===== src/rtl/pipe_hazard_scoreboard_pkg.sv =====
`default_nettype none
// =====================================================================
// pipe_hazard_pkg : forwarding encodings, stage tag type, match helpers
// Revision: 1.0
// =====================================================================
package pipe_hazard_pkg;

  localparam logic [1:0] FWD_RF  = 2'b00;
  localparam logic [1:0] FWD_WB  = 2'b01;
  localparam logic [1:0] FWD_MEM = 2'b10;

  localparam int REG_IDX_W = 5;

  typedef struct packed {
    logic [REG_IDX_W-1:0] dst;
    logic [REG_IDX_W-1:0] rs;
    logic [REG_IDX_W-1:0] rt;
    logic                 regwrite;
    logic                 load;
    logic                 mdu;
  } stage_tag_t;

  localparam stage_tag_t NOP_TAG = '0;

  // Register 0 is hard-wired, so it never produces a dependency.
  function automatic logic tag_match(input logic [REG_IDX_W-1:0] x, input stage_tag_t s);
    return (x != '0) && s.regwrite && (s.dst == x);
  endfunction

  // Youngest producer wins: MEM before WB.
  function automatic logic [1:0] fwd_select(input logic [REG_IDX_W-1:0] x,
                                            input stage_tag_t mem,
                                            input stage_tag_t wb);
    if (tag_match(x, mem))     return FWD_MEM;
    else if (tag_match(x, wb)) return FWD_WB;
    else                       return FWD_RF;
  endfunction

endpackage
`default_nettype wire


===== src/rtl/pipe_hazard_scoreboard_if.sv =====
`default_nettype none
// =====================================================================
// pipe_hazard_scoreboard_if : ID-stage info in, pipeline controls out;
// counter signals present only with HAZ_PERF_CNT_EN
// Revision: 1.0
// =====================================================================
interface pipe_hazard_scoreboard_if #(
  parameter int RW = 5
`ifdef HAZ_PERF_CNT_EN
  , parameter int CNTW = 16
`endif
);
  logic          id_valid;
  logic [RW-1:0] id_rs;
  logic [RW-1:0] id_rt;
  logic          id_use_rs;
  logic          id_use_rt;
  logic          id_branch;
  logic          id_taken;
  logic [RW-1:0] id_dst;
  logic          id_regwrite;
  logic          id_load;
  logic          id_mdu;

  logic          pc_write;
  logic          ifid_write;
  logic          ifid_flush;
  logic          idex_bubble;
  logic          ex_hold;
  logic          exmem_bubble;
  logic [1:0]    fwd_a_ex;
  logic [1:0]    fwd_b_ex;
  logic [1:0]    fwd_a_id;
  logic [1:0]    fwd_b_id;
  logic          mdu_busy;
`ifdef HAZ_PERF_CNT_EN
  logic [CNTW-1:0] stall_cnt;
  logic [CNTW-1:0] flush_cnt;
`endif

  modport master (
    output id_valid, id_rs, id_rt, id_use_rs, id_use_rt, id_branch, id_taken,
           id_dst, id_regwrite, id_load, id_mdu,
    input  pc_write, ifid_write, ifid_flush, idex_bubble, ex_hold, exmem_bubble,
           fwd_a_ex, fwd_b_ex, fwd_a_id, fwd_b_id, mdu_busy
`ifdef HAZ_PERF_CNT_EN
    , input stall_cnt, flush_cnt
`endif
  );

  modport slave (
    input  id_valid, id_rs, id_rt, id_use_rs, id_use_rt, id_branch, id_taken,
           id_dst, id_regwrite, id_load, id_mdu,
    output pc_write, ifid_write, ifid_flush, idex_bubble, ex_hold, exmem_bubble,
           fwd_a_ex, fwd_b_ex, fwd_a_id, fwd_b_id, mdu_busy
`ifdef HAZ_PERF_CNT_EN
    , output stall_cnt, flush_cnt
`endif
  );

endinterface
`default_nettype wire


===== src/rtl/pipe_hazard_scoreboard_mdu_timer.sv =====
`default_nettype none
// =====================================================================
// hz_mdu_timer : down-counter tracking how long an MDU op occupies EX
// Revision: 1.0
// =====================================================================
module hz_mdu_timer #(
  parameter int MDU_LAT = 4
) (
  input  logic clk,
  input  logic rst,
  input  logic start,
  output logic busy,
  output logic last
);
  localparam int            TW  = $clog2(MDU_LAT + 1);
  localparam logic [TW-1:0] LAT = TW'(MDU_LAT);

  logic [TW-1:0] cnt_q;
  logic [TW-1:0] cnt_d;

  always_comb begin
    cnt_d = cnt_q;
    if (start)
      cnt_d = LAT;
    else if (cnt_q != '0)
      cnt_d = cnt_q - TW'(1);
  end

  always_ff @(posedge clk or posedge rst) begin
    if (rst) cnt_q <= '0;
    else     cnt_q <= cnt_d;
  end

  always_comb begin
    busy = (cnt_q != '0);
    last = (cnt_q == TW'(1));
  end

endmodule
`default_nettype wire


===== src/rtl/pipe_hazard_scoreboard.sv =====
`default_nettype none
// =====================================================================
// pipe_hazard_scoreboard : unified hazard/forwarding control for the
// 5-stage core; HAZ_PERF_CNT_EN adds saturating stall/flush counters
// Revision: 1.0
// =====================================================================
module pipe_hazard_scoreboard
  import pipe_hazard_pkg::*;
#(
  parameter int RW      = REG_IDX_W,
  parameter int MDU_LAT = 4
`ifdef HAZ_PERF_CNT_EN
  , parameter int CNTW  = 16
`endif
) (
  input  logic                    clk,
  input  logic                    rst,
  pipe_hazard_scoreboard_if.slave hz
);

  stage_tag_t    ex_q, ex_d, mem_q, mem_d, wb_q, wb_d, id_tag;
  logic [RW-1:0] src_a, src_b;
  logic          ex_hit, mem_hit, load_use, branch_dep;
  logic          mdu_hold, stall, flush, mdu_start, mdu_busy, mdu_last;

  hz_mdu_timer #(.MDU_LAT(MDU_LAT)) u_mdu_timer (
    .clk   (clk),
    .rst   (rst),
    .start (mdu_start),
    .busy  (mdu_busy),
    .last  (mdu_last)
  );

  // Unused sources are zeroed so they can never match, here or later in EX.
  always_comb begin
    src_a      = hz.id_use_rs ? hz.id_rs : '0;
    src_b      = hz.id_use_rt ? hz.id_rt : '0;
    id_tag     = '{dst: hz.id_dst, rs: src_a, rt: src_b, regwrite: hz.id_regwrite,
                   load: hz.id_load, mdu: hz.id_mdu};
    ex_hit     = tag_match(src_a, ex_q)  | tag_match(src_b, ex_q);
    mem_hit    = tag_match(src_a, mem_q) | tag_match(src_b, mem_q);
    load_use   = ex_q.load & ex_hit;
    branch_dep = hz.id_branch & (ex_hit | (mem_q.load & mem_hit));
    mdu_hold   = mdu_busy & ~mdu_last;
    stall      = load_use | branch_dep | mdu_hold;
    flush      = hz.id_valid & hz.id_taken & ~stall;
    mdu_start  = hz.id_valid & hz.id_mdu & ~stall;
  end

  always_comb begin
    wb_d  = mem_q;
    mem_d = mdu_hold ? NOP_TAG : ex_q;
    if (mdu_hold)
      ex_d = ex_q;
    else if (stall || !hz.id_valid)
      ex_d = NOP_TAG;
    else
      ex_d = id_tag;
  end

  always_ff @(posedge clk or posedge rst) begin
    if (rst) begin
      ex_q  <= NOP_TAG;
      mem_q <= NOP_TAG;
      wb_q  <= NOP_TAG;
    end else begin
      ex_q  <= ex_d;
      mem_q <= mem_d;
      wb_q  <= wb_d;
    end
  end

  always_comb begin
    hz.pc_write     = ~stall;
    hz.ifid_write   = ~stall;
    hz.ifid_flush   = flush;
    hz.idex_bubble  = stall & ~mdu_hold;
    hz.ex_hold      = mdu_hold;
    hz.exmem_bubble = mdu_hold;
    hz.fwd_a_ex     = fwd_select(ex_q.rs, mem_q, wb_q);
    hz.fwd_b_ex     = fwd_select(ex_q.rt, mem_q, wb_q);
    hz.fwd_a_id     = fwd_select(src_a, mem_q, wb_q);
    hz.fwd_b_id     = fwd_select(src_b, mem_q, wb_q);
    hz.mdu_busy     = mdu_busy;
  end

`ifdef HAZ_PERF_CNT_EN
  localparam logic [CNTW-1:0] CNT_MAX = '1;

  logic [CNTW-1:0] stall_cnt_q, stall_cnt_d, flush_cnt_q, flush_cnt_d;

  always_comb begin
    stall_cnt_d = (stall && stall_cnt_q != CNT_MAX) ? stall_cnt_q + CNTW'(1) : stall_cnt_q;
    flush_cnt_d = (flush && flush_cnt_q != CNT_MAX) ? flush_cnt_q + CNTW'(1) : flush_cnt_q;
  end

  always_ff @(posedge clk or posedge rst) begin
    if (rst) begin
      stall_cnt_q <= '0;
      flush_cnt_q <= '0;
    end else begin
      stall_cnt_q <= stall_cnt_d;
      flush_cnt_q <= flush_cnt_d;
    end
  end

  always_comb begin
    hz.stall_cnt = stall_cnt_q;
    hz.flush_cnt = flush_cnt_q;
  end
`endif

  // Tag fields that later stages carry but never consult.
  logic unused_tag_bits;
  assign unused_tag_bits = ^{ex_q.mdu, mem_q.rs, mem_q.rt, mem_q.mdu,
                             wb_q.rs, wb_q.rt, wb_q.load, wb_q.mdu};

endmodule
`default_nettype wire


===== src/flat_wrapper.sv =====
// flat-port wrapper written by rule: the top's interface ports become plain ports
module pipe_hazard_scoreboard_flat import pipe_hazard_pkg::*;
#(
  parameter int RW      = REG_IDX_W,
  parameter int MDU_LAT = 4

)
  (clk, rst, hz_id_valid, hz_id_rs, hz_id_rt, hz_id_use_rs, hz_id_use_rt, hz_id_branch, hz_id_taken, hz_id_dst, hz_id_regwrite, hz_id_load, hz_id_mdu, hz_pc_write, hz_ifid_write, hz_ifid_flush, hz_idex_bubble, hz_ex_hold, hz_exmem_bubble, hz_fwd_a_ex, hz_fwd_b_ex, hz_fwd_a_id, hz_fwd_b_id, hz_mdu_busy);
  pipe_hazard_scoreboard_if #(.RW(RW)) hz_i ();
  input  logic clk;
  input  logic rst;
  input wire logic [$bits(hz_i.id_valid)-1:0] hz_id_valid;
  input wire logic [$bits(hz_i.id_rs)-1:0] hz_id_rs;
  input wire logic [$bits(hz_i.id_rt)-1:0] hz_id_rt;
  input wire logic [$bits(hz_i.id_use_rs)-1:0] hz_id_use_rs;
  input wire logic [$bits(hz_i.id_use_rt)-1:0] hz_id_use_rt;
  input wire logic [$bits(hz_i.id_branch)-1:0] hz_id_branch;
  input wire logic [$bits(hz_i.id_taken)-1:0] hz_id_taken;
  input wire logic [$bits(hz_i.id_dst)-1:0] hz_id_dst;
  input wire logic [$bits(hz_i.id_regwrite)-1:0] hz_id_regwrite;
  input wire logic [$bits(hz_i.id_load)-1:0] hz_id_load;
  input wire logic [$bits(hz_i.id_mdu)-1:0] hz_id_mdu;
  output wire logic [$bits(hz_i.pc_write)-1:0] hz_pc_write;
  output wire logic [$bits(hz_i.ifid_write)-1:0] hz_ifid_write;
  output wire logic [$bits(hz_i.ifid_flush)-1:0] hz_ifid_flush;
  output wire logic [$bits(hz_i.idex_bubble)-1:0] hz_idex_bubble;
  output wire logic [$bits(hz_i.ex_hold)-1:0] hz_ex_hold;
  output wire logic [$bits(hz_i.exmem_bubble)-1:0] hz_exmem_bubble;
  output wire logic [$bits(hz_i.fwd_a_ex)-1:0] hz_fwd_a_ex;
  output wire logic [$bits(hz_i.fwd_b_ex)-1:0] hz_fwd_b_ex;
  output wire logic [$bits(hz_i.fwd_a_id)-1:0] hz_fwd_a_id;
  output wire logic [$bits(hz_i.fwd_b_id)-1:0] hz_fwd_b_id;
  output wire logic [$bits(hz_i.mdu_busy)-1:0] hz_mdu_busy;
  assign hz_i.id_valid = hz_id_valid;
  assign hz_i.id_rs = hz_id_rs;
  assign hz_i.id_rt = hz_id_rt;
  assign hz_i.id_use_rs = hz_id_use_rs;
  assign hz_i.id_use_rt = hz_id_use_rt;
  assign hz_i.id_branch = hz_id_branch;
  assign hz_i.id_taken = hz_id_taken;
  assign hz_i.id_dst = hz_id_dst;
  assign hz_i.id_regwrite = hz_id_regwrite;
  assign hz_i.id_load = hz_id_load;
  assign hz_i.id_mdu = hz_id_mdu;
  assign hz_pc_write = hz_i.pc_write;
  assign hz_ifid_write = hz_i.ifid_write;
  assign hz_ifid_flush = hz_i.ifid_flush;
  assign hz_idex_bubble = hz_i.idex_bubble;
  assign hz_ex_hold = hz_i.ex_hold;
  assign hz_exmem_bubble = hz_i.exmem_bubble;
  assign hz_fwd_a_ex = hz_i.fwd_a_ex;
  assign hz_fwd_b_ex = hz_i.fwd_b_ex;
  assign hz_fwd_a_id = hz_i.fwd_a_id;
  assign hz_fwd_b_id = hz_i.fwd_b_id;
  assign hz_mdu_busy = hz_i.mdu_busy;
  pipe_hazard_scoreboard #(.RW(RW), .MDU_LAT(MDU_LAT)) u_core (.clk(clk), .rst(rst), .hz(hz_i));
endmodule

===== config.mk =====
export PLATFORM = sky130hd
export DESIGN_NAME = pipe_hazard_scoreboard_flat
export DESIGN_NICKNAME = d
export VERILOG_FILES = /design/src/rtl/pipe_hazard_scoreboard_pkg.sv /design/src/rtl/pipe_hazard_scoreboard_if.sv /design/src/rtl/pipe_hazard_scoreboard_mdu_timer.sv /design/src/rtl/pipe_hazard_scoreboard.sv /design/src/flat_wrapper.sv
export SDC_FILE = /design/constraint.sdc
export NUM_CORES = 1
export LEC_CHECK = 0
export CAP_MARGIN = 25
export CORE_UTILIZATION = 54
export CTS_CLUSTER_DIAMETER = 60
export CTS_CLUSTER_SIZE = 28
export DETAILED_ROUTE_END_ITERATION = 16
export PLACE_DENSITY = 0.82
export SYNTH_ARGS = -nofsm -noshare
export SYNTH_HDL_FRONTEND = slang
export SYNTH_HIERARCHICAL = 1
export SYNTH_SLANG_ARGS = --single-unit

===== constraint.sdc =====
create_clock -name clk -period 4.7 [get_ports clk]
set_input_delay 0.94 -clock clk [delete_from_list [all_inputs] [get_ports clk]]
set_output_delay 0.94 -clock clk [all_outputs]
set_load 0.01 [all_outputs]

==> Slide: Implementation Results <==
Key Metrics from the Run

Routing
  • Number of nets with antenna violations after detailed routing: 0
  • Total iterations of the first detailed-routing run: 4
  • Drt initial violations: 101
  • Met3 Routed Length: 368 microns
  • Wl on met1: 2.22 mm
  • Routed via count divided by cell count: 5.94
  • Average wire length per cell after detail routing: 16.8 microns
  • DRC violations left: 0
  • Uppermost metal layer occupied by signal nets: met4
  • Total met2 wirelength after detailed routing: 2.70 mm

Layout
  • Fraction of area in multi-input gates: 46.1%
  • Relative area of clock buffers and inverters in the final design: 3.15%
  • Biggest registers after layout: u_core/ex_q (17), u_core/mem_q (7), u_core/wb_q (6)
  • Count of clock-net buffers in the final layout: 7
  • Biggest area consumer among cell classes: multi-input combinational cells
  • Number of flip-flops under the largest register name: 17
  • Area used by multi-input combinational logic: 1260 sq um
  • Reg with most FFs: u_core/ex_q
  • Final design instance area without fill: 2740 sq um
  • Layout-stage area growth over the synthesis result: 22.9%
  • Number of signal-net buffers in the layout: 48
  • Antenna Cells: 0
  • Proportion of layout cells with a drive suffix above 1: 9.23%
  • Sequential cell count: 33
  • Highest-count logic cell in the final layout: clkdlybuf4s50_1
  • Number of non-filler instances in the completed layout: 321
  • Post-layout nets: 299
  • Fraction of area in non-clock buffers: 17.4%
  • Number of logic gates: 176
  • Inverters excl. clock: 7
  • Most instantiated logic cells after routing: 39 x clkdlybuf4s50_1, 33 x dfrtp_1, 32 x xnor2_1, 32 x nand2_1, 14 x o31ai_1
  • Filler instances: 317

Pwr
  • Flop pwr share: 38.6%
  • Clock power share: 14.8%
  • Power per cell area: 522 nW/um^2
  • P_int: 0.863 mW
  • Leakage power: 1.10 nW
  • Switching power share of the total: 39.7%
  • Peak VDD IR: 441 uV
  • Switching pwr: 0.569 mW
  • Total power of the final layout: 1.43 mW
  • Fraction of power consumed by combinational cells: 46.6%

Final timing
  • Hold Worst Slack: 0.506 ns
  • Final Max-Slew Violation Tally: 0
  • TNS Setup: 0 ns
  • Time the final worst path needs with I/O delays and setup: 4.44 ns
  • Final Worst Setup Slack: 0.265 ns
  • Fmax: 0.225 GHz
  • Clock Skews: 0.00824 ns
  • RSZ-0062 raised after global routing: false
  • Setup-violating endpoint count in the final report: 0
  • Tightest slew margin relative to the limit: 57.5%
  • Final Hold Viols: 0
  • Slew at the pin closest to its max-slew limit: 0.631 ns
  • Post-route clock period utilization: 94.4%

Yosys
  • Post-synthesis chip area from yosys: 2230 sq um
  • Area share of the largest cell type after synthesis: 37.0%
  • Leading cell type by number of instances after synthesis: dfrtp_1
  • Async set-or-reset flop fraction in the synthesized netlist: 100%
  • Registers, synthesis: 33
  • EDFF count, synth: 0
  • Main flop type: dfrtp_1
  • Synth cell count leaders: 33 x dfrtp_1, 32 x nand2_1, 32 x xnor2_1
  • Cells in synth_stat.txt: 242
  • Post-synthesis cell type with the largest combined area: dfrtp_1
  • Synthesized cell area: 2230 sq um
  • Synth Instances: 242
  • Count of warnings emitted by yosys: 6
  • Count of distinct cell types in the synthesized netlist: 42
  • Net count after synthesis: 270
  • Share of the yosys chip area belonging to registers: 37.0%
  • Top cells, area: dfrtp_1 37%, xnor2_1 13%, nand2_1 5.4%, o31ai_1 4.7%, xor2_1 3.9%
  • Mean area per synthesized cell: 9.22 sq um

Worst setup path
  • Crit path launch: hz_id_rt[3]
  • Delay of the slowest cell on the worst path: 0.62 ns
  • Kind of end point of the critical path: output pin
  • Kind of start point of the critical path: input pin
  • R2R setup slack: 2.28 ns
  • Depth of the critical timing path with buffers and inverters included: 7
  • Crit Reg-Reg Endpoint: u_core/u_mdu_timer/cnt_q[0]
  • CP Data Required Time: 3.76 ns
  • Slowest CP cell: clkdlybuf4s50_1
  • Series of cell instances along the critical path: clkdlybuf4s50_1 > or2_1 > o41ai_4 > nor4_1 > o211a_1 > o21ba_2 > clkdlybuf4s50_1
  • Crit Path Max Fanout: 6
  • Capturing instance or port of the critical path: hz_idex_bubble
  • Delay-heaviest family, CP: buffers and inverters
  • Most used cell, CP: clkdlybuf4s50_1
  • Critical path buffers and inverters: 2
  • Startpoint of the worst-slack reg-to-reg timing path: u_core/u_mdu_timer/cnt_q[0]
  • FF-to-FF path depth: 10
  • Endpoint arrival time on the critical path: 3.50 ns
  • Worst Path Class, Setup: in2out

Clock tree
  • Number of hold-repair buffers added at the cts stage: 0
  • Late-Pin Clk Latency: 0.28 ns
  • Htree depth: 2
  • Postcts setup bufs: 0
  • Resized cells post-CTS: 0
  • Inserted Clock Buffers: 5
  • Sinks on Clock Net: 33
  • Root cell of the clock tree: clkbuf_8
  • Clock-pin slew of the registers on the worst-case setup and hold paths: 0.07 ns
  • Clock Path Buffers: 2
  • Clock tree from TritonCTS: built

Worst hold path
  • Endpoint with the worst hold slack: u_core/wb_q[2]
  • Worst hold path stage count: 0
  • Startpoint of the lowest-slack hold path: u_core/mem_q[2]
  • Class of the tightest hold or removal check: reg2reg

Global routing
  • Grt met3 use: 7.07%
  • Initial antenna violation count: 0
  • Global-route wire length before repair: 9.35 mm
  • Vias in the first global route: 1945
  • GRT busiest layer: met2
  • Largest net degree at the start of global routing: 22
  • Grt total ovfl: 0
  • Global-route total usage across every layer: 28.7%

Floorplanning
  • Die X: 66.3 microns
  • Standard-cell rows: 23
  • Die boundary height: 66.3 microns
  • Tap cell count: 50
  • Share of the core filled by cells before placement: 56.2%
  • Ports: 40
  • DIE AREA: 4400 sq um
  • Core area: 3970 sq um

Job
  • Number of max-capacitance violations reported: 0
  • Tool warning count: 28

Run status
  • Outcome: finished, final reports clean

Placement
  • Total half-perimeter wirelength after legalization and detailed placement: 4.01 mm
  • Post-DP Area: 2660 sq um
  • Worst setup slack after placement: 0.296 ns
  • GPL Wtd Cong: 0.961
  • Port bufs: 39
  • Cells after DPL: 314
-- power groups by stage --
stage / logic, mW / registers, mW / clock network [mW]
6_report: 0.667 / 0.552 / 0.212
5_1_grt: 0.746 / 0.569 / 0.230
4_1_cts: 0.671 / 0.551 / 0.217
3_5_place_dp: 0.667 / 0.556 / 0
3_3_place_gp: 0.645 / 0.552 / 0
2_1_floorplan: 0.548 / 0.475 / 0
-- kinds of logic after synthesis --
group	count (synthesis)	share of synthesized area, %
muxes	1	0.672
xor gates and xnor gates	42	16.5
and+or+nand+nor	91	21.5
adders and majority gates	3	1.68
DFF	33	37.0
AOI/OAI and AO/OA	39	16.1
buffers and inverters	33	6.50
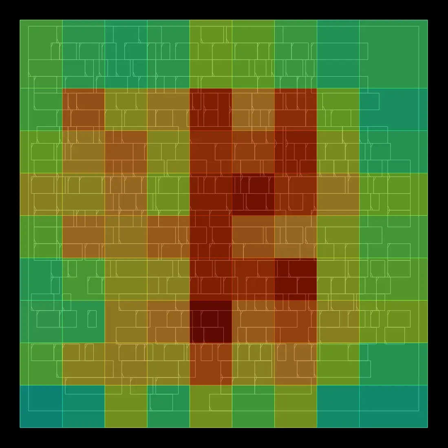
congestion_map.png
GRT met2 Usage: 45.0%
routing usage on met1: 37.1%

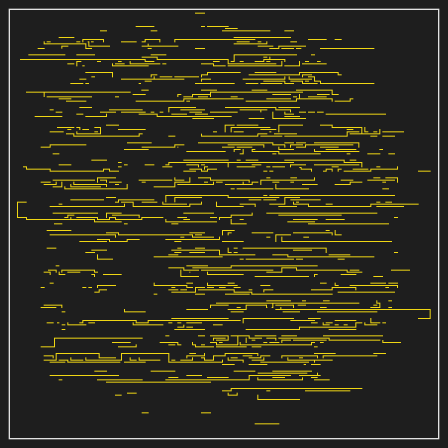
m1.png
- longest straight run: 23.9 microns
- share of all routed wire: 41%
- wire length on this layer: 2220 microns
- nets with wire on the layer: 252
- main direction: horizontal
total wire length: 5.40 mm
count of vias placed by the detailed router: 1906

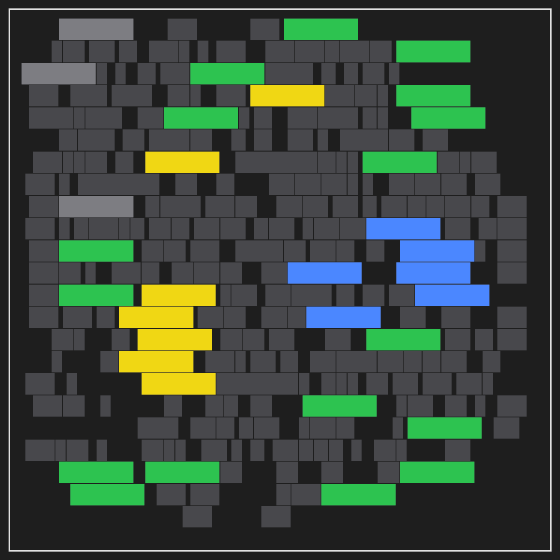
ff_map.png
Other sequential cells in the stronger grey, the rest of the logic in the fainter grey.
- u_core/wb_q: blue (flops 6; where right middle)
- u_core/ex_q: green (flops 17; where all over the die)
- u_core/mem_q: yellow (flops 7)
- not coloured: 3
Util after Layout: 69.1%
flip-flop and latch power: 0.552 mW
sequential cell area in the final layout: 826 sq um
flop share of the area: 30.1%

No activity file was given, so power comes from the tool's default toggle rates.
